===== src/rtl/mux_rr_pkg.sv =====
// mux_rr_pkg: shared defaults and helpers for the round-robin stream mux.
//   DEFAULT_W / DEFAULT_N_CH : default data width and channel count
//   idx_w(n)                 : channel-index width, $clog2(n) but never below 1
//   next_ptr(idx, n)         : channel after idx, wrapping at n-1 (not at 2^k-1)
package mux_rr_pkg;

    localparam int unsigned DEFAULT_W    = 8;
    localparam int unsigned DEFAULT_N_CH = 4;

    // A single channel still needs a 1-bit index to keep port widths legal.
    function automatic int unsigned idx_w(input int unsigned n);
        return (n <= 2) ? 1 : $clog2(n);
    endfunction

    // Wrap on the real channel count so non-power-of-2 N_CH never points at a ghost channel.
    function automatic int unsigned next_ptr(input int unsigned idx, input int unsigned n);
        return (idx == n - 1) ? 0 : idx + 1;
    endfunction

endpackage


===== src/rtl/rr_arbiter.sv =====
// rr_arbiter: combinational round-robin pick.
//   req     : per-channel request
//   ptr     : highest-priority channel this cycle
//   en      : grant enable; when low gnt is all zero
//   gnt     : one-hot grant (zero when no request or en low)
//   gnt_idx : index of the first requester at or after ptr (meaningful only when some req)
module rr_arbiter
    import mux_rr_pkg::*;
#(
    parameter  int unsigned N_CH  = DEFAULT_N_CH,
    localparam int unsigned IDX_W = idx_w(N_CH)
) (
    input  logic [N_CH-1:0]  req,
    input  logic [IDX_W-1:0] ptr,
    input  logic             en,
    output logic [N_CH-1:0]  gnt,
    output logic [IDX_W-1:0] gnt_idx
);

    logic found;

    // Two passes: channels ptr..N_CH-1 first, then the wrapped tail 0..ptr-1.
    always_comb begin
        gnt     = '0;
        gnt_idx = '0;
        found   = 1'b0;
        for (int unsigned i = 0; i < N_CH; i++) begin
            if (!found && req[i] && (i >= 32'(ptr))) begin
                gnt[i]  = en;
                gnt_idx = IDX_W'(i);
                found   = 1'b1;
            end
        end
        for (int unsigned i = 0; i < N_CH; i++) begin
            if (!found && req[i] && (i < 32'(ptr))) begin
                gnt[i]  = en;
                gnt_idx = IDX_W'(i);
                found   = 1'b1;
            end
        end
    end

endmodule


===== src/rtl/mux_rr_arb.sv =====
// mux_rr_arb: merges N_CH valid/ready streams onto one registered output,
// round-robin over requesting channels, one word per cycle at full rate.
//   clk, resetN          : clock, synchronous active-low reset
//   in_valid/in_data     : per-channel request and packed data (channel i at [i*W +: W])
//   in_ready             : per-channel accept (combinational, at most one bit high)
//   out_valid/out_data   : output register
//   out_ready            : consumer accept
//   out_sel              : source channel of out_data, present only when
//                          MUX_RR_SEL_OUT_EN is defined
module mux_rr_arb
    import mux_rr_pkg::*;
#(
    parameter  int unsigned N_CH  = DEFAULT_N_CH,
    parameter  int unsigned W     = DEFAULT_W,
    localparam int unsigned IDX_W = idx_w(N_CH)
) (
    input  logic              clk,
    input  logic              resetN,
    input  logic [N_CH-1:0]   in_valid,
    input  logic [N_CH*W-1:0] in_data,
    output logic [N_CH-1:0]   in_ready,
    output logic              out_valid,
    output logic [W-1:0]      out_data,
    input  logic              out_ready
`ifdef MUX_RR_SEL_OUT_EN
    ,
    output logic [IDX_W-1:0]  out_sel
`endif
);

    logic             out_valid_q, out_valid_d;
    logic [W-1:0]     out_data_q,  out_data_d;
    logic [IDX_W-1:0] ptr_q,       ptr_d;
`ifdef MUX_RR_SEL_OUT_EN
    logic [IDX_W-1:0] sel_q,       sel_d;
`endif

    logic             load_en;
    logic [N_CH-1:0]  gnt;
    logic [IDX_W-1:0] gnt_idx;
    logic             xfer;
    logic [W-1:0]     gnt_data;

    // Output slot is free when empty or being drained this cycle; held low in reset.
    assign load_en = resetN && (!out_valid_q || out_ready);

    rr_arbiter #(.N_CH(N_CH)) u_arb (
        .req     (in_valid),
        .ptr     (ptr_q),
        .en      (load_en),
        .gnt     (gnt),
        .gnt_idx (gnt_idx)
    );

    // gnt is only set on requesting channels, so any grant bit is a completed handshake.
    assign in_ready = gnt;
    assign xfer     = |gnt;

    // AND-OR select of the granted channel's word.
    always_comb begin
        gnt_data = '0;
        for (int unsigned i = 0; i < N_CH; i++) begin
            gnt_data |= in_data[i*W +: W] & {W{gnt[i]}};
        end
    end

    // Next state of the output register and round-robin pointer.
    always_comb begin
        out_valid_d = out_valid_q;
        out_data_d  = out_data_q;
        ptr_d       = ptr_q;
`ifdef MUX_RR_SEL_OUT_EN
        sel_d       = sel_q;
`endif
        if (load_en) begin
            if (xfer) begin
                out_valid_d = 1'b1;
                out_data_d  = gnt_data;
                ptr_d       = IDX_W'(next_ptr(32'(gnt_idx), N_CH));
`ifdef MUX_RR_SEL_OUT_EN
                sel_d       = gnt_idx;
`endif
            end else begin
                out_valid_d = 1'b0;
            end
        end
    end

    // State registers, synchronous reset drops any held word.
    always_ff @(posedge clk) begin
        if (!resetN) begin
            out_valid_q <= 1'b0;
            out_data_q  <= '0;
            ptr_q       <= '0;
`ifdef MUX_RR_SEL_OUT_EN
            sel_q       <= '0;
`endif
        end else begin
            out_valid_q <= out_valid_d;
            out_data_q  <= out_data_d;
            ptr_q       <= ptr_d;
`ifdef MUX_RR_SEL_OUT_EN
            sel_q       <= sel_d;
`endif
        end
    end

    assign out_valid = out_valid_q;
    assign out_data  = out_data_q;
`ifdef MUX_RR_SEL_OUT_EN
    assign out_sel   = sel_q;
`endif

endmodule

===== config.mk =====
export PLATFORM = sky130hd
export DESIGN_NAME = mux_rr_arb
export DESIGN_NICKNAME = d
export VERILOG_FILES = /design/src/rtl/mux_rr_pkg.sv /design/src/rtl/rr_arbiter.sv /design/src/rtl/mux_rr_arb.sv
export SDC_FILE = /design/constraint.sdc
export NUM_CORES = 1
export LEC_CHECK = 0
export ABC_AREA = 1
export CAP_MARGIN = 10
export CORE_ASPECT_RATIO = 0.7
export CORE_UTILIZATION = 35
export DETAILED_ROUTE_END_ITERATION = 7
export PLACE_DENSITY = 0.75
export SETUP_SLACK_MARGIN = 0.02
export SYNTH_ARGS = -nofsm -noshare
export SYNTH_HDL_FRONTEND = slang
export SYNTH_SLANG_ARGS = --single-unit

===== constraint.sdc =====
create_clock -name clk -period 1.44 [get_ports clk]
set_input_delay 0.144 -clock clk [delete_from_list [all_inputs] [get_ports clk]]
set_output_delay 0.144 -clock clk [all_outputs]
set_load 0.05 [all_outputs]

Fig. 1: run 1, routed metal, one colour a layer
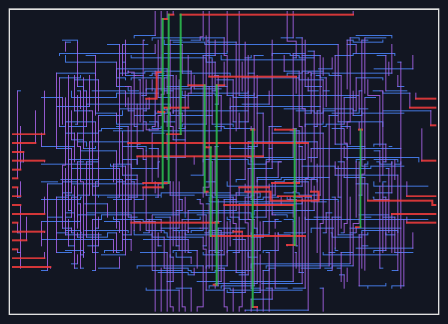
| layer | colour | wire length |
|---|---|---|
| M3 | red | 267 um |
| M1 | blue | 1570 um |
| M4 | green | 190 um |
| M2 | purple | 2200 um |

Fig. 2: run 1, the clock network
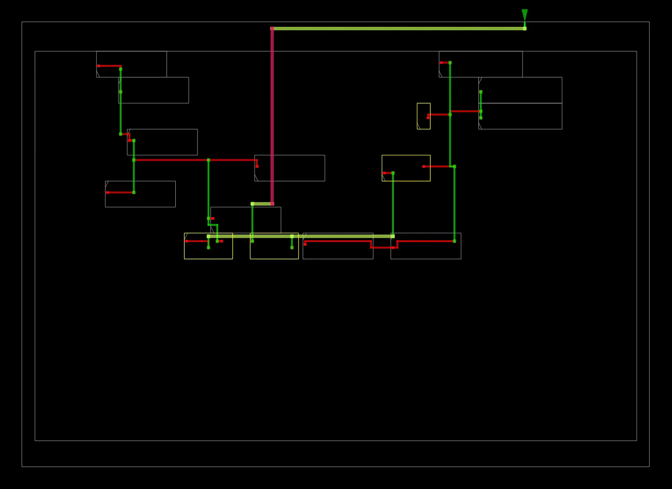
clock-net power: 309 uW
CTS Buf Count: 3
# clk buffers: 4

Fig. 3: run 1, gate families picked out
Scale bar: 20 um.
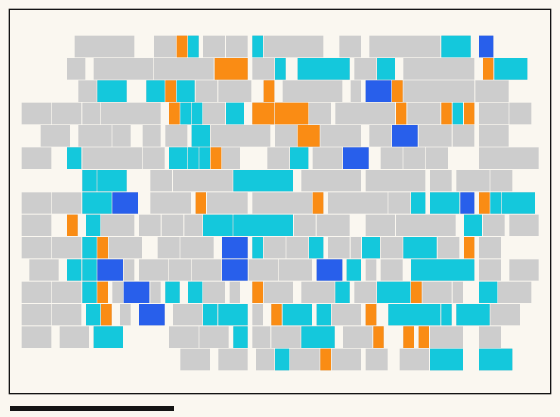
| family | colour | cells | most used |
|---|---|---|---|
| inv cells | orange | 30 | inv_1 |
| nand cells | cyan | 61 | nand3_1 |
| aoi and oai cells | blue | 12 | a21oi_2 |

==> results.json, run 1 <==
{
  "clkLatencyLatePin_ns": 0.24,
  "ys_ff": 11,
  "cts_tree": "yes",
  "r2r_slack_ns": -0.26,
  "area_growth_pct": 114,
  "viasPerCell": 5.10,
  "routedWlPerCell_um": 15.5,
  "grt_max_degree": 12,
  "ys_seq_share_pct": 22.1,
  "place_hpwl_um": 2680,
  "ys_async_sr_fraction_pct": 0,
  "place.gp.congestion": 0.747,
  "place_inst": 254,
  "drc_errors": 0,
  "synth_area_um2": 995,
  "outcome": "finished with violations",
  "irDropWorstVdd_mv": 0.864,
  "port_buffers": 51,
  "ys_top_cells_by_count": "inv_1 (27), nand3_1 (27), nor2_2 (19), nand2_1 (13), dfxtp_1 (11)",
  "rows": 15,
  "n_antenna_cell": 0,
  "syn_nets": 189,
  "maxSlewViolCount": 0,
  "synth_area_per_cell_um2": 6.63,
  "drtIter0Drc": 22,
  "rsz0062_at_grt": "yes",
  "syn_inst": 150,
  "critPathArrivalTime_ns": 1.87,
  "setup-violations-final": 15,
  "postPlaceCellArea_mm2": 0.00179,
  "clkPwrFrac_pct": 10.6,
  "edf_count": 0,
  "die_y_um": 46.6,
  "maxCapViolations": 0,
  "area_leaders": "dfxtp_1 (22%), nand3_1 (14%), nor2_2 (12%), inv_1 (10%), nand2_4 (6.8%)",
  "ys.flop_type": "dfxtp_1",
  "cp-end-kind": "register",
  "post-cts-setup-buffer-count": 11,
  "clock_sinks": 11,
  "swShare_pct": 47.8,
  "finalCritPeriodShare_pct": 118,
  "fin_area_mm2": 0.00213,
  "cts.repair.resized": 26,
  "final_critical_path_setup_slack_ns": -0.256,
  "violations": "setup timing",
  "grt_use_total_pct": 28.0,
  "max_freq_mhz": 590,
  "grt_pass1_wl_um": 6210,
  "vias": 1386,
  "fp.dieW_um": 65.7,
  "finalCriticalPeriod_ns": 1.70,
  "hold_viol": 0,
  "synth_cell_type_count": 21,
  "cp.required_ns": 1.61,
  "powerDensity_mw_per_mm2": 1370,
  "hold_buffers": 0,
  "antenna_found_initial": 0,
  "initCoreUtil_pct": 38.7,
  "synth_top_cell_by_area": "dfxtp_1",
  "cts-root-buf": "clkbuf_8",
  "worstPathMaxFanout": 4,
  "h-tree-depth": 1,
  "top_cell_area_share_pct": 22.1,
  "combPwrFrac_pct": 71.7,
  "skew_ns": 0.00203,
  "grt-ovfl-total": 0,
  "relSlewSlack_pct": 85.3,
  "grt_pass1_vias": 1450,
  "hold_ws_ns": 0.524,
  "cts.path.max_buffers": 2,
  "final_cells": 272,
  "openroad.warnings": 29,
  "ys_cells": 150,
  "dieArea_mm2": 0.00306,
  "worst_pin_slew_ns": 0.220,
  "drt_first_pass_iters": 4,
  "intPower_uw": 1530
}
==> run 1: per-stage QoR <==
step	setup slack, ns	setup TNS, ns
3_5_place_dp	-0.314	-3.78
6_report	-0.256	-2.86
5_1_grt	-0.299	-3.89
3_3_place_gp	-0.269	-3.30
2_1_floorplan	-0.0992	-0.893
4_1_cts	-0.209	-2.41
==> run 1: power by group through the flow <==
stage / Clock, uW / Combinational, uW / Sequential (uW)
detailed placement: 0 / 1670 / 481
finish: 309 / 2100 / 519
global placement: 0 / 1630 / 480
floorplan: 0 / 810 / 733
global route: 325 / 2210 / 529
CTS: 311 / 1970 / 497
==> run 1: worst max-delay path, cell delays in order, from the launching register on <==
cell and delay [ns]:
dfxtp_4 0.39, nor2_4 0.05, nand2_2 0.08, nand2_4 0.07, nor2_4 0.14, nand3_2 0.12
nand2_4 0.13, nand2_8 0.07, buf_12 0.13, buf_4 0.13, nand4_1 0.09, nand2_1 0.10
nor2_2 0.12
==> run 1: cell families (layout without fill, tap and decap cells) <==
| family | Yosys count | after routing | synth area share, % |
|---|---|---|---|
| AND/OR/NAND/NOR | 93 | 93 | 57.0 |
| buffers and inverters | 34 | 122 | 14.8 |
| AND-OR/OR-AND | 12 | 12 | 6.04 |
| flip-flops | 11 | 11 | 22.1 |
==> run 1: metal layers <==
metal / vias to the layer above / track usage (%) / routed length (um)
met5: - / 0 / 0
met4: 0 / 14.8 / 190
met3: 18 / 8.66 / 266
met2: 71 / 54.9 / 2200
met1: 639 / 26.8 / 1570
li1: 658 / - / -
==> run 1: cells in the final DEF, fill, tap and decap left out <==
master / Yosys / routed
clkbuf_8: 0 / 3
buf_12: 0 / 7
o21ai_1: 3 / 1
inv_8: 0 / 2
a21oi_1: 9 / 1
nand4_4: 0 / 1
nand3_1: 27 / 18
clkdlybuf4s50_1: 0 / 38
nor2_4: 2 / 12
o21ai_2: 0 / 2
nand2_8: 0 / 2
nand2_2: 4 / 2
buf_4: 0 / 41
nand2_4: 6 / 8
nor3_2: 0 / 1
nand3_4: 1 / 2
inv_2: 1 / 3
buf_6: 2 / 2
nand3_2: 1 / 9
nor2_8: 1 / 1
inv_1: 27 / 23
clkinvlp_4: 0 / 2
clkbuf_1: 2 / 1
nand4_1: 8 / 8
a21oi_2: 0 / 8
nand2_1: 13 / 11
dfxtp_4: 0 / 3
dfxtp_1: 11 / 8
nor2_1: 9 / 9
nor2_2: 19 / 9
==> run 1: final cells by class <==
class / count / area [um2] / area share (%)
repair buffers: 88 / 851 / 40.0
multi-input cells: 105 / 823 / 38.7
flip-flops and latches: 11 / 231 / 10.9
inverters: 30 / 135 / 6.35
clock buffers: 4 / 45.0 / 2.12
well taps: 34 / 42.5 / 2.00
==> run 1: sequential cells by signal, summed over array words and instances (netlist names) <==
signal	flops
out_data	8
ptr_q	2
out_valid	1
==> run 1: final timing paths <==
check                               from          end  depth (start not counted)
worst max-delay path            ptr_q[1]  out_data[1]                         12
worst max register to register  ptr_q[1]  out_data[1]                         12
worst min register to register  ptr_q[0]     ptr_q[0]                          2
worst min-delay path            ptr_q[0]     ptr_q[0]                          2
## Run 2: what changed since run 1
--- a/config.mk
+++ b/config.mk
@@ -6,7 +6,7 @@
 export NUM_CORES = 1
 export LEC_CHECK = 0
 export ABC_AREA = 1
-export CAP_MARGIN = 10
+export CAP_MARGIN = 20
 export CORE_ASPECT_RATIO = 0.7
 export CORE_UTILIZATION = 35
 export DETAILED_ROUTE_END_ITERATION = 7
Fig. 4: run 2, routed metal, one colour a layer
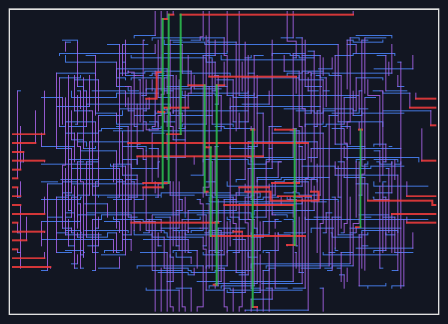
| layer | colour | wire length |
|---|---|---|
| M4 | green | 190 um |
| M3 | red | 267 um |
| M2 | purple | 2200 um |
| M1 | blue | 1570 um |

==> run 2 against run 1 <==
- the run still ends with setup timing left
- worst hold slack is the same
- synthesized cell count is the same
- global-route usage is the same
- critical path type unchanged
- critical endpoint unchanged
- largest cell class unchanged
- largest power group unchanged
==> results.json, run 2 <==
{
  "outcome": "finished with violations",
  "violations": "setup timing",
  "drc_errors": 0,
  "intPower_uw": 1530,
  "place_hpwl_um": 2680,
  "port_buffers": 51,
  "clkPwrFrac_pct": 10.6,
  "syn_nets": 189,
  "ys.flop_type": "dfxtp_1",
  "ys_cells": 150,
  "h-tree-depth": 1,
  "synth_top_cell_by_area": "dfxtp_1",
  "final_critical_path_setup_slack_ns": -0.256,
  "ys_async_sr_fraction_pct": 0,
  "setup-violations-final": 15,
  "synth_cell_type_count": 21,
  "hold_viol": 0,
  "swShare_pct": 47.8,
  "fin_tns_setup_ns": -2.86,
  "clock_sinks": 11,
  "r2r-end": "out_data[1]",
  "worstPathMaxFanout": 4,
  "relSlewSlack_pct": 85.3,
  "critPathArrivalTime_ns": 1.87,
  "rsz0062_at_grt": "yes",
  "cts_tree": "yes",
  "top_cell_area_share_pct": 22.1,
  "ys_ff": 11,
  "cts-root-buf": "clkbuf_8",
  "vias": 1386,
  "finalCriticalPeriod_ns": 1.70,
  "synth_area_per_cell_um2": 6.63,
  "area_leaders": "dfxtp_1 (22%), nand3_1 (14%), nor2_2 (12%), inv_1 (10%), nand2_4 (6.8%)",
  "largest_register_ffs": 8,
  "routedWlPerCell_um": 15.5
}
Fig. 5: run 2, gate families picked out
Scale bar: 20 um.
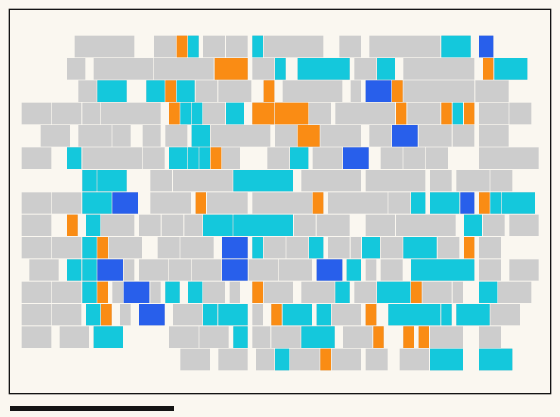
| family | colour | cells | most used |
|---|---|---|---|
| aoi and oai cells | blue | 12 | a21oi_2 |
| inv cells | orange | 30 | inv_1 |
| nand cells | cyan | 61 | nand3_1 |

run 2: cell type report:
class	instances	area [um2]
Timing Repair Buffer	88	851
Multi-Input combinational cell	105	823
Fill cell	145	443
Sequential cell	11	231
Inverter	30	135
Clock buffer	4	45.0
Tap cell	34	42.5
run 2: cell families after synthesis:
| kind of cell | share of synthesized area (%) |
|---|---|
| and+or+nand+nor | 57.0 |
| DFF | 22.1 |
| AOI/OAI and AO/OA | 6.04 |
| buffers and inverters | 14.8 |
run 2: how the worst max path moves through the flow:
stage / from / end / slack (ns)
after floorplan: out_valid / out_data[0] / -0.1
after global placement: in_valid[1] / out_data[2] / -0.27
after detailed placement: in_valid[1] / out_data[3] / -0.31
after CTS: ptr_q[1] / in_ready[2] / -0.21
after global routing: ptr_q[1] / out_data[1] / -0.30
final: ptr_q[1] / out_data[1] / -0.26
run 2: critical path, cell delays in order (launching register included):
cell	delay (ns)
dfxtp_4	0.39
nor2_4	0.05
nand2_2	0.08
nand2_4	0.07
nor2_4	0.14
nand3_2	0.12
nand2_4	0.13
nand2_8	0.07
buf_12	0.13
buf_4	0.13
nand4_1	0.09
nand2_1	0.10
nor2_2	0.12
run 2: through the flow:
step	hold WS (ns)	setup slack, ns
final	0.524	-0.256
after global routing	0.555	-0.299
after CTS	0.485	-0.209
after detailed placement	0.475	-0.314
after global placement	0.465	-0.269
after floorplan	0.353	-0.0992
run 2: metal layers:
| metal | share of wire (%) | vias to the layer above | GRT usage (%) |
|---|---|---|---|
| li1 | - | 658 | - |
| met1 | 37 | 639 | 26.8 |
| met2 | 52 | 71 | 54.9 |
| met5 | 0 | - | 0 |
| met3 | 6.3 | 18 | 8.66 |
| met4 | 4.5 | 0 | 14.8 |
run 2: power groups by stage:
stage	sequential (uW)	combinational (uW)	clock (uW)
final	519	2100	309
after global placement	480	1630	0
after floorplan	733	810	0
after global routing	529	2210	325
after detailed placement	481	1670	0
after CTS	497	1970	311
run 2: timing repair:
item,CTS,global route
endpoints found under the setup margin,15,15
pin swaps,13,14
setup buffers,11,3
resized,26,10
## Run 3: what changed since run 2
--- a/config.mk
+++ b/config.mk
@@ -6,7 +6,6 @@
 export NUM_CORES = 1
 export LEC_CHECK = 0
 export ABC_AREA = 1
-export CAP_MARGIN = 20
 export CORE_ASPECT_RATIO = 0.7
 export CORE_UTILIZATION = 35
 export DETAILED_ROUTE_END_ITERATION = 7
Fig. 6: run 3, sequential cells grouped by signal name
Other sequential cells in the stronger grey, the rest of the logic in the fainter grey.
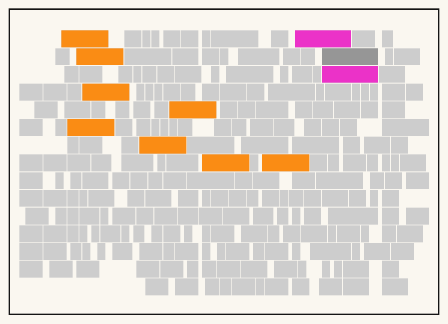
| name in the netlist | colour | flops |
|---|---|---|
| ptr_q | magenta | 2 |
| out_data | orange | 8 |

==> run 3 against run 2 <==
- the flow still finishes with violations (setup timing)
- global-route usage stayed put
- count of clock-buffer cells in the layout unchanged
- synthesized cell count unchanged
- worst setup slack stayed put
- largest power group unchanged
- combinational power about the same
- sequential share of layout area is the same
==> results.json, run 3 <==
{
  "outcome": "finished with violations",
  "violations": "setup timing",
  "setup-violations-final": 15,
  "cts.path.max_buffers": 2,
  "fp.dieW_um": 65.7,
  "viasPerCell": 5.10,
  "finalCriticalPeriod_ns": 1.70,
  "layout-drive-gt1-share_pct": 50.4,
  "synth_area_per_cell_um2": 6.63,
  "worstPathMaxFanout": 4,
  "hp-class": "register to register",
  "drtAntennaViolNets": 0,
  "coreArea_mm2": 0.00257,
  "powerDensity_mw_per_mm2": 1370,
  "ys_async_sr_fraction_pct": 0,
  "worst_pin_slew_ns": 0.220,
  "synth_top_cell_by_area": "dfxtp_1",
  "fin_nets": 278,
  "drtIter0Drc": 22,
  "synth_cell_type_count": 21,
  "place_hpwl_um": 2680,
  "grt_pass1_vias": 1450,
  "lay_top_count": "buf_4",
  "critPathArrivalTime_ns": 1.87,
  "initCoreUtil_pct": 38.7,
  "hold_viol": 0,
  "fin_tns_setup_ns": -2.86,
  "place.gp.congestion": 0.747,
  "grt_pass1_wl_um": 6210,
  "cts-root-buf": "clkbuf_8",
  "io_pins": 52,
  "area_growth_pct": 114,
  "area_leaders": "dfxtp_1 (22%), nand3_1 (14%), nor2_2 (12%), inv_1 (10%), nand2_4 (6.8%)",
  "clk_pin_slew_ns": 0.05,
  "drc_errors": 0,
  "critPathLaunchType": "register",
  "final_critical_path_setup_slack_ns": -0.256,
  "rsz0062_at_grt": "yes",
  "ys_ff": 11,
  "relSlewSlack_pct": 85.3,
  "mostFrequentLayoutCells": "buf_4 (41), clkdlybuf4s50_1 (38), inv_1 (23), nand3_1 (18), nor2_4 (12)",
  "grt-ovfl-total": 0,
  "routed_wl_um": 4230,
  "finalCritPeriodShare_pct": 118,
  "grt_use_total_pct": 28.0,
  "irDropWorstVdd_mv": 0.864,
  "drt_first_pass_iters": 4,
  "dieArea_mm2": 0.00306,
  "fill_cells": 145,
  "vias": 1386,
  "power.leakage_uw": 0.000996,
  "ys.flop_type": "dfxtp_1",
  "n_antenna_cell": 0,
  "grt_max_degree": 12,
  "cts_tree": "yes",
  "rows": 15,
  "maxCapViolations": 0,
  "h-tree-depth": 1,
  "cp-end-kind": "register",
  "routedWlPerCell_um": 15.5,
  "top_cell_area_share_pct": 22.1,
  "edf_count": 0,
  "openroad.warnings": 29,
  "ys_cells": 150,
  "die_y_um": 46.6,
  "largest_register_ffs": 8,
  "antenna_found_initial": 0,
  "ys_chip_area_um2": 995,
  "syn_nets": 189,
  "port_buffers": 51,
  "cts_buffers": 3,
  "maxSlewViolCount": 0,
  "max_freq_mhz": 590,
  "finish.utilization_pct": 82.8,
  "ys_top_cells_by_count": "inv_1 (27), nand3_1 (27), nor2_2 (19), nand2_1 (13), dfxtp_1 (11)",
  "syn_inst": 150,
  "cp.required_ns": 1.61,
  "crit_type": "register to register",
  "synth_area_um2": 995,
  "ys_seq_share_pct": 22.1,
  "yosys_warnings": 0
}
Fig. 7: run 3, the clock network
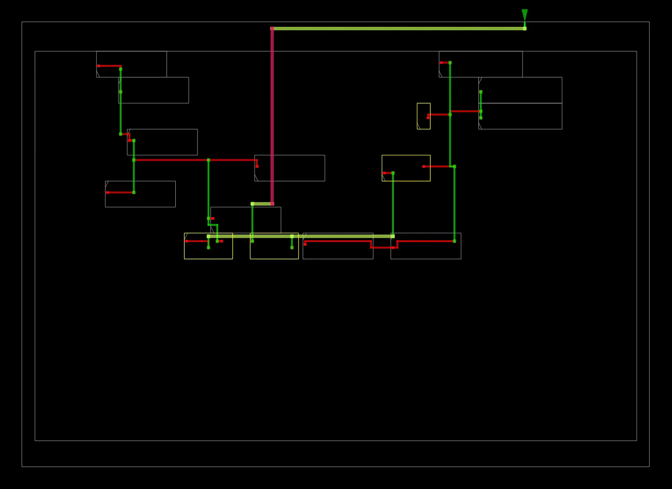
CTS Sinks: 11
clk latency late pin: 0.24 ns
worst clock skew: 0.00203 ns

## run 3: area by class of cell
type	instances	area (um2)	share of cell area [%]
Multi-Input combinational cell	105	823	38.7
Sequential cell	11	231	10.9
Tap cell	34	42.5	2.00
Inverter	30	135	6.35
Clock buffer	4	45.0	2.12
Timing Repair Buffer	88	851	40.0
## run 3: where the power goes
| part | total, uW | switching, uW | internal (uW) |
|---|---|---|---|
| combinational | 2100 | 1190 | 909 |
| clock | 309 | 115 | 194 |
| sequential | 519 | 95.8 | 423 |
## run 3: metrics by stage
| stage | std cells | power [uW] | area [um2] | hold WS, ns | worst slack, ns |
|---|---|---|---|---|---|
| after detailed placement | 254 | 2150 | 1790 | 0.475 | -0.314 |
| after global placement | 254 | 2110 | 1790 | 0.465 | -0.269 |
| after floorplan | 150 | 1540 | 1080 | 0.353 | -0.0992 |
| final | 272 | 2930 | 2130 | 0.524 | -0.256 |
| after CTS | 269 | 2780 | 2060 | 0.485 | -0.209 |
| after global routing | 272 | 3060 | 2130 | 0.555 | -0.299 |
## run 3: final timing paths
kind	from	end	slack [ns]	cells past startpoint
min	ptr_q[0]	ptr_q[0]	0.52	2
max	ptr_q[1]	out_data[1]	-0.26	12
min reg2reg	ptr_q[0]	ptr_q[0]	0.52	2
max reg2reg	ptr_q[1]	out_data[1]	-0.26	12
## run 3: cells by family (layout without fill, tap and decap cells)
| group | after synthesis | after routing | synth area share [%] |
|---|---|---|---|
| and+or+nand+nor | 93 | 93 | 57.0 |
| buffers and inverters | 34 | 122 | 14.8 |
| AOI/OAI and AO/OA | 12 | 12 | 6.04 |
| DFF | 11 | 11 | 22.1 |
## run 3: timing repair
item | 4_1_cts | 5_1_grt
buffers inserted | 11 | 3
setup endpoints to repair | 15 | 15
endpoints found under the hold margin | 0 | 0
resized | 26 | 10
pin swaps | 13 | 14
hold buffers | 0 | 0
## run 3: routing by layer
metal  part of all wire, %  GRT usage (%)
met1                    37           26.8
met2                    52           54.9
met3                   6.3           8.66
met4                   4.5           14.8
met5                     0              0
## run 3: worst max-delay path, stage by stage, from the launching register on
cell and delay, ns:
dfxtp_4 0.39, nor2_4 0.05, nand2_2 0.08, nand2_4 0.07, nor2_4 0.14, nand3_2 0.12, nand2_4 0.13, nand2_8 0.07
buf_12 0.13, buf_4 0.13, nand4_1 0.09, nand2_1 0.10, nor2_2 0.12
No activity file was given, so power comes from the tool's default toggle rates.
